File: src/rtl/lsu_handshake.sv
// rtl/lsu_handshake.sv - sequential load/store unit with valid/ready memory handshake and split beats
module lsu_handshake #(
    parameter int XLEN           = 32,
    parameter int ADDR_WIDTH     = 10,
    parameter int MISALIGN_SPLIT = 1
) (
    input  logic                  clk,
    input  logic                  rst,
    input  logic                  req_valid,
    output logic                  req_ready,
    input  logic                  req_write,
    input  logic [2:0]            req_funct3,
    input  logic [ADDR_WIDTH-1:0] req_addr,
    input  logic [XLEN-1:0]       req_wdata,
    output logic                  resp_valid,
    output logic [XLEN-1:0]       resp_rdata,
    output logic                  resp_err,
    output logic                  mem_valid,
    input  logic                  mem_ready,
    output logic                  mem_write,
    output logic [ADDR_WIDTH-1:0] mem_addr,
    output logic [XLEN-1:0]       mem_wdata,
    output logic [XLEN/8-1:0]     mem_strobe,
    input  logic [XLEN-1:0]       mem_rdata,
    input  logic                  mem_rvalid
);
    localparam int WB   = XLEN / 8;
    localparam int OFFW = $clog2(WB);
    localparam int SW   = 2 * WB;

    typedef enum logic [2:0] {IDLE, REQ0, WAIT0, REQ1, WAIT1, RESP} state_t;

    state_t                state_q, state_d;
    logic                  write_q, write_d;
    logic [2:0]            funct3_q, funct3_d;
    logic [ADDR_WIDTH-1:0] addr_q, addr_d;
    logic [XLEN-1:0]       wdata_q, wdata_d;
    logic                  split_q, split_d;
    logic                  err_q, err_d;
    logic [XLEN-1:0]       rdata0_q, rdata0_d;
    logic [XLEN-1:0]       rdata1_q, rdata1_d;

    // Request decode, used only while IDLE
    logic [OFFW-1:0] req_off;
    logic [3:0]      req_size;
    logic            req_illegal;
    logic            req_cross;
    logic            req_err;
    logic            req_split;

    always_comb begin
        req_off     = req_addr[OFFW-1:0];
        req_size    = 4'd1 << req_funct3[1:0];
        req_illegal = (req_funct3 == 3'b111)
                   || ((XLEN == 32) && ((req_funct3 == 3'b011) || (req_funct3 == 3'b110)))
                   || (req_write && req_funct3[2]);
        req_cross   = (5'(req_off) + 5'(req_size)) > 5'(WB);
        req_err     = req_illegal || (req_cross && (MISALIGN_SPLIT == 0));
        req_split   = req_cross && (MISALIGN_SPLIT != 0) && !req_illegal;
    end

    // Beat data derived from the registered request; the upper halves feed beat 1
    logic [OFFW-1:0]       off;
    logic [3:0]            size;
    logic [ADDR_WIDTH-1:0] base;
    logic [SW-1:0]         strb_wide;
    logic [2*XLEN-1:0]     wdata_wide;
    logic [XLEN-1:0]       raw;
    logic [XLEN-1:0]       mask;
    logic [XLEN-1:0]       sign_src;
    logic                  sgn;
    logic [XLEN-1:0]       ext;
    int unsigned           nbits;

    always_comb begin
        off        = addr_q[OFFW-1:0];
        size       = 4'd1 << funct3_q[1:0];
        base       = {addr_q[ADDR_WIDTH-1:OFFW], OFFW'(0)};
        strb_wide  = (SW'(1) << size) - SW'(1);
        strb_wide  = strb_wide << off;
        wdata_wide = (2*XLEN)'(wdata_q) << (8 * off);
        raw        = XLEN'({rdata1_q, rdata0_q} >> (8 * off));
        nbits      = 32'd8 << funct3_q[1:0];
        mask       = (nbits >= XLEN) ? '1 : ((XLEN'(1) << nbits) - XLEN'(1));
        sign_src   = raw >> (nbits - 1);
        sgn        = ~funct3_q[2] & sign_src[0];
        ext        = sgn ? (raw | ~mask) : (raw & mask);
    end

    always_comb begin
        req_ready  = (state_q == IDLE);
        mem_valid  = (state_q == REQ0) || (state_q == REQ1);
        mem_write  = 1'b0;
        mem_addr   = '0;
        mem_wdata  = '0;
        mem_strobe = '0;
        if (state_q == REQ0) begin
            mem_write  = write_q;
            mem_addr   = base;
            mem_wdata  = wdata_wide[XLEN-1:0];
            mem_strobe = strb_wide[WB-1:0];
        end else if (state_q == REQ1) begin
            mem_write  = write_q;
            mem_addr   = base + ADDR_WIDTH'(WB);
            mem_wdata  = wdata_wide[2*XLEN-1:XLEN];
            mem_strobe = strb_wide[SW-1:WB];
        end
        resp_valid = (state_q == RESP);
        resp_err   = (state_q == RESP) && err_q;
        resp_rdata = ((state_q == RESP) && !err_q && !write_q) ? ext : '0;
    end

    always_comb begin
        state_d  = state_q;
        write_d  = write_q;
        funct3_d = funct3_q;
        addr_d   = addr_q;
        wdata_d  = wdata_q;
        split_d  = split_q;
        err_d    = err_q;
        rdata0_d = rdata0_q;
        rdata1_d = rdata1_q;
        case (state_q)
            IDLE: begin
                if (req_valid) begin
                    write_d  = req_write;
                    funct3_d = req_funct3;
                    addr_d   = req_addr;
                    wdata_d  = req_wdata;
                    split_d  = req_split;
                    err_d    = req_err;
                    rdata0_d = '0;
                    rdata1_d = '0;
                    state_d  = req_err ? RESP : REQ0;
                end
            end
            REQ0: begin
                if (mem_ready) begin
                    if (write_q) state_d = split_q ? REQ1 : RESP;
                    else         state_d = WAIT0;
                end
            end
            WAIT0: begin
                if (mem_rvalid) begin
                    rdata0_d = mem_rdata;
                    state_d  = split_q ? REQ1 : RESP;
                end
            end
            REQ1: begin
                if (mem_ready) state_d = write_q ? RESP : WAIT1;
            end
            WAIT1: begin
                if (mem_rvalid) begin
                    rdata1_d = mem_rdata;
                    state_d  = RESP;
                end
            end
            RESP:    state_d = IDLE;
            default: state_d = IDLE;
        endcase
    end

    always_ff @(posedge clk) begin
        if (rst) begin
            state_q  <= IDLE;
            write_q  <= 1'b0;
            funct3_q <= '0;
            addr_q   <= '0;
            wdata_q  <= '0;
            split_q  <= 1'b0;
            err_q    <= 1'b0;
            rdata0_q <= '0;
            rdata1_q <= '0;
        end else begin
            state_q  <= state_d;
            write_q  <= write_d;
            funct3_q <= funct3_d;
            addr_q   <= addr_d;
            wdata_q  <= wdata_d;
            split_q  <= split_d;
            err_q    <= err_d;
            rdata0_q <= rdata0_d;
            rdata1_q <= rdata1_d;
        end
    end
endmodule
File: config.mk
export PLATFORM = sky130hd
export DESIGN_NAME = lsu_handshake
export DESIGN_NICKNAME = d
export VERILOG_FILES = /design/src/rtl/lsu_handshake.sv
export SDC_FILE = /design/constraint.sdc
export NUM_CORES = 1
export LEC_CHECK = 0
export CELL_PAD_IN_SITES_DETAIL_PLACEMENT = 1
export CELL_PAD_IN_SITES_GLOBAL_PLACEMENT = 1
export CORE_ASPECT_RATIO = 1.2
export CORE_MARGIN = 4
export CORE_UTILIZATION = 36
export DETAILED_ROUTE_END_ITERATION = 8
export HOLD_SLACK_MARGIN = 0.1
export PLACE_DENSITY_LB_ADDON = 0.12
export SYNTH_ARGS = -nofsm -noshare
export SYNTH_HDL_FRONTEND = slang
export SYNTH_SLANG_ARGS = --single-unit
export TNS_END_PERCENT = 30
File: constraint.sdc
create_clock -name clk -period 2.9 [get_ports clk]
set_input_delay 0.29 -clock clk [delete_from_list [all_inputs] [get_ports clk]]
set_output_delay 0.29 -clock clk [all_outputs]
set_load 0.1 [all_outputs]
==> flow_metrics.tcl <==
# flow metrics
set metrics [dict create \
    outcome "finished, violations left" \
    violations "setup timing" \
    hold_path_class "register to register" \
    final_cell_mix "207 x nand2_1, 126 x a21oi_1, 103 x dfxtp_1, 81 x clkdlybuf4s50_1, 81 x buf_12" \
    path_cells "and2_4 > inv_1 > ha_1 > or3b_4 > nor4_4 > nand4_4 > buf_8 > nand3_1 > buf_12" \
    dpl.cell_count 1177 \
    xor_share_pct 0.668 \
    design_area_mm2 0.00988 \
    cts.sinks 107 \
    setup_ws_ns -0.0434 \
    endpoint "resp_rdata[23]" \
    p_clk_share_pct 24.0 \
    avgSynthCellArea_um2 7.81 \
    core-area_mm2 0.0177 \
    gp_congestion 0.936 \
    fin_setup_tns_ns -0.274 \
    edf_count 0 \
    crit_path_top_delay_cell "or3b_4" \
    gr-usage-met1_pct 27.1 \
    clock_latency_ns 0.37 \
    powerDensity_mw_per_mm2 562 \
    htreeDepth 3 \
    crit_fanout 7 \
    seq-cell-share_pct 21.8 \
    post-route-period-util_pct 101 \
    num-fill-cells 2030 \
    clock.fmax_ghz 0.340 \
    fin_util_pct 55.8 \
    first_iter_violations 480 \
    drt-met1-wl_um 9670 \
    dominant_cells "multi-input combinational cells" \
    nClkBuffers 9 \
    grt_pass1_wl_um 40100 \
    initial_core_util_pct 37.0 \
    cp-start-kind "register" \
    diodes 0 \
    holdPathEnd "rdata1_q[22]" \
    area_delta_synth_final_pct 50.6 \
    synth_cell_types 55 \
    chipArea_mm2 0.0204 \
    adder_share_pct 1.07 \
    grt.overflow.total 0 \
    boundaryPins 166 \
    ys.flops 107 \
    path_buffers 3 \
    crit_path_max_incr_delay_ns 0.45 \
    finalSetupViolations 12 \
    num-nonclk-buffers 200 \
    cts.path.max_buffers 2 \
    synth_seq_share_pct 32.7 \
    drc_errors 0 \
    pre_cts_ws_ns 0.0291 \
    top_layer "met4" \
    postCtsSetupBuffers 8 \
    cts_hold_buf 0 \
    logic_area_mm2 0.00432 \
    combPwrFrac_pct 44.1 \
    cts_resized 16 \
    irDropWorstVdd_uv 293 \
    worstPathArrival_ns 2.65 \
    hpwl_um 18600 \
    min-delay-start "rdata1_q[22]" \
    p_seq_share_pct 31.9 \
    hold_ws_ns 0.463 \
    comb_power_mw 2.45 \
    num_rows 53 \
    antenna_found_initial 0 \
    synth_top_flop_cell "dfxtp_1" \
    crit_required_ns 2.61 \
    die_x_um 131 \
    seqCellArea_mm2 0.00215 \
    power_mw 5.55 \
    yosys-mux-area-fraction_pct 16.4 \
    worstReg2RegStart "state_q[1]" \
    ys_chip_area_mm2 0.00656 \
    met3_usage_pct 4.23 \
    yosys.area_share.aoi_pct 15.6 \
    viasPerCell 5.74 \
    root_buffer "clkbuf_16" \
    crit_path_end_kind "output pin" \
    n_tap_cell 220 \
    finalNetCount 1068 \
    common_cells "207 x nand2_1, 133 x a21oi_1, 107 x dfxtp_1" \
    die_h_um 156 \
    finalCriticalPeriod_ns 2.94 \
    cts_tree "yes" \
    buffer_area_share_pct 28.1 \
    r2r_cells 6 \
    p_clk_mw 1.33 \
    tightest_slew_ns 1.14 \
    cap_violations 0 \
    fin_skew_ns 0.0108 \
    yosysMostFrequentCell "nand2_1" \
]
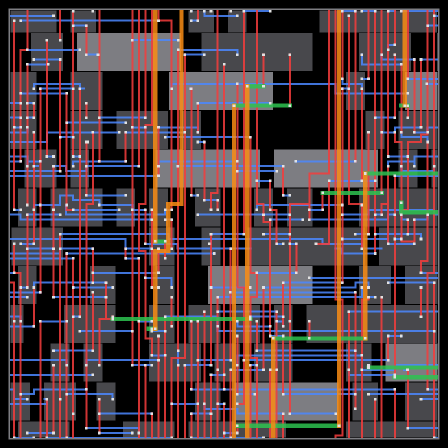
Fig. 1. Zoomed window.
Window x 51 to 81, y 94 to 124 um. Cells in grey, sequential cells in the stronger grey; small squares are vias.
Key: green = metal 3; orange = metal 4; blue = metal 1; red = metal 2
Most frequent: nand2_1 (12), a21oi_1 (9), dfxtp_1 (7). 63 logic cells have their middle in the window. Sequential cells in the window: 7. Netlist names of flops here include `rdata1_q` (4), `wdata_q` (2).

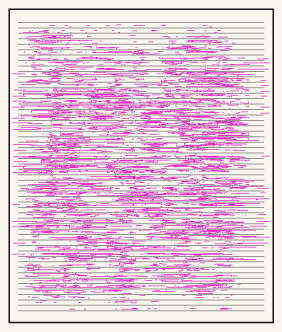
Fig. 2. Metal 1.
(2 px per um) Supply wires on this layer in grey.
The longest straight run is 38.2 um. The layer carries 9670 um of wire. The wires run mostly horizontal. The layer holds 37% of the routed length. 950 nets have wire on it.

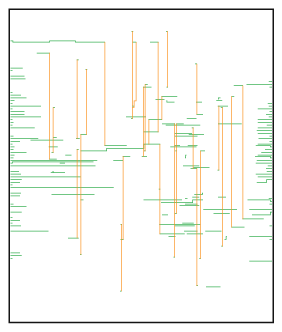
Fig. 3. Routed metal, one colour a layer.
(2 px per um) Only two layers are drawn.
Key: orange = metal 4 [wire length 1170 um]; green = metal 3 [wire length 1220 um]
routed len/inst: 21.4 um
global-route usage over all layers: 24.4%
detailed-route via count: 6913
final wirelength: 25800 um

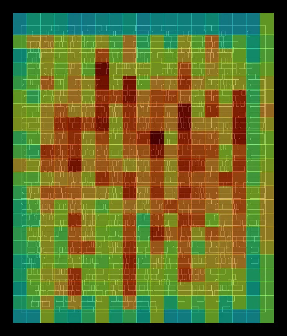
Fig. 4. Routing congestion map.
GRT met2 Usage: 45.5%
Top Usage Layer GRT: met2

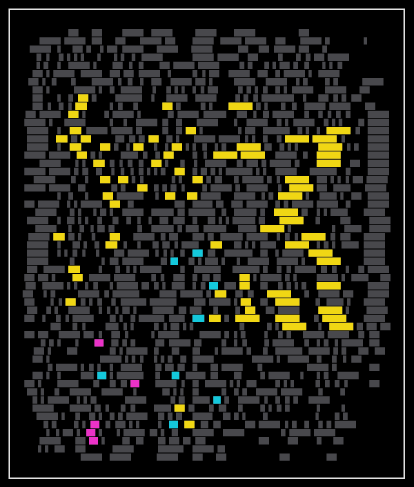
Fig. 5. Selected gate families.
(3 px per um)
Key: yellow = multiplexers [cells 70]; magenta = XOR/XNOR gates [cells 5, where bottom left]; cyan = AND-OR and OR-AND gates [cells 8]
most numerous logic cell after layout: nand2_1
logic share of the area: 43.7%
Non-Filler Instances: 1205

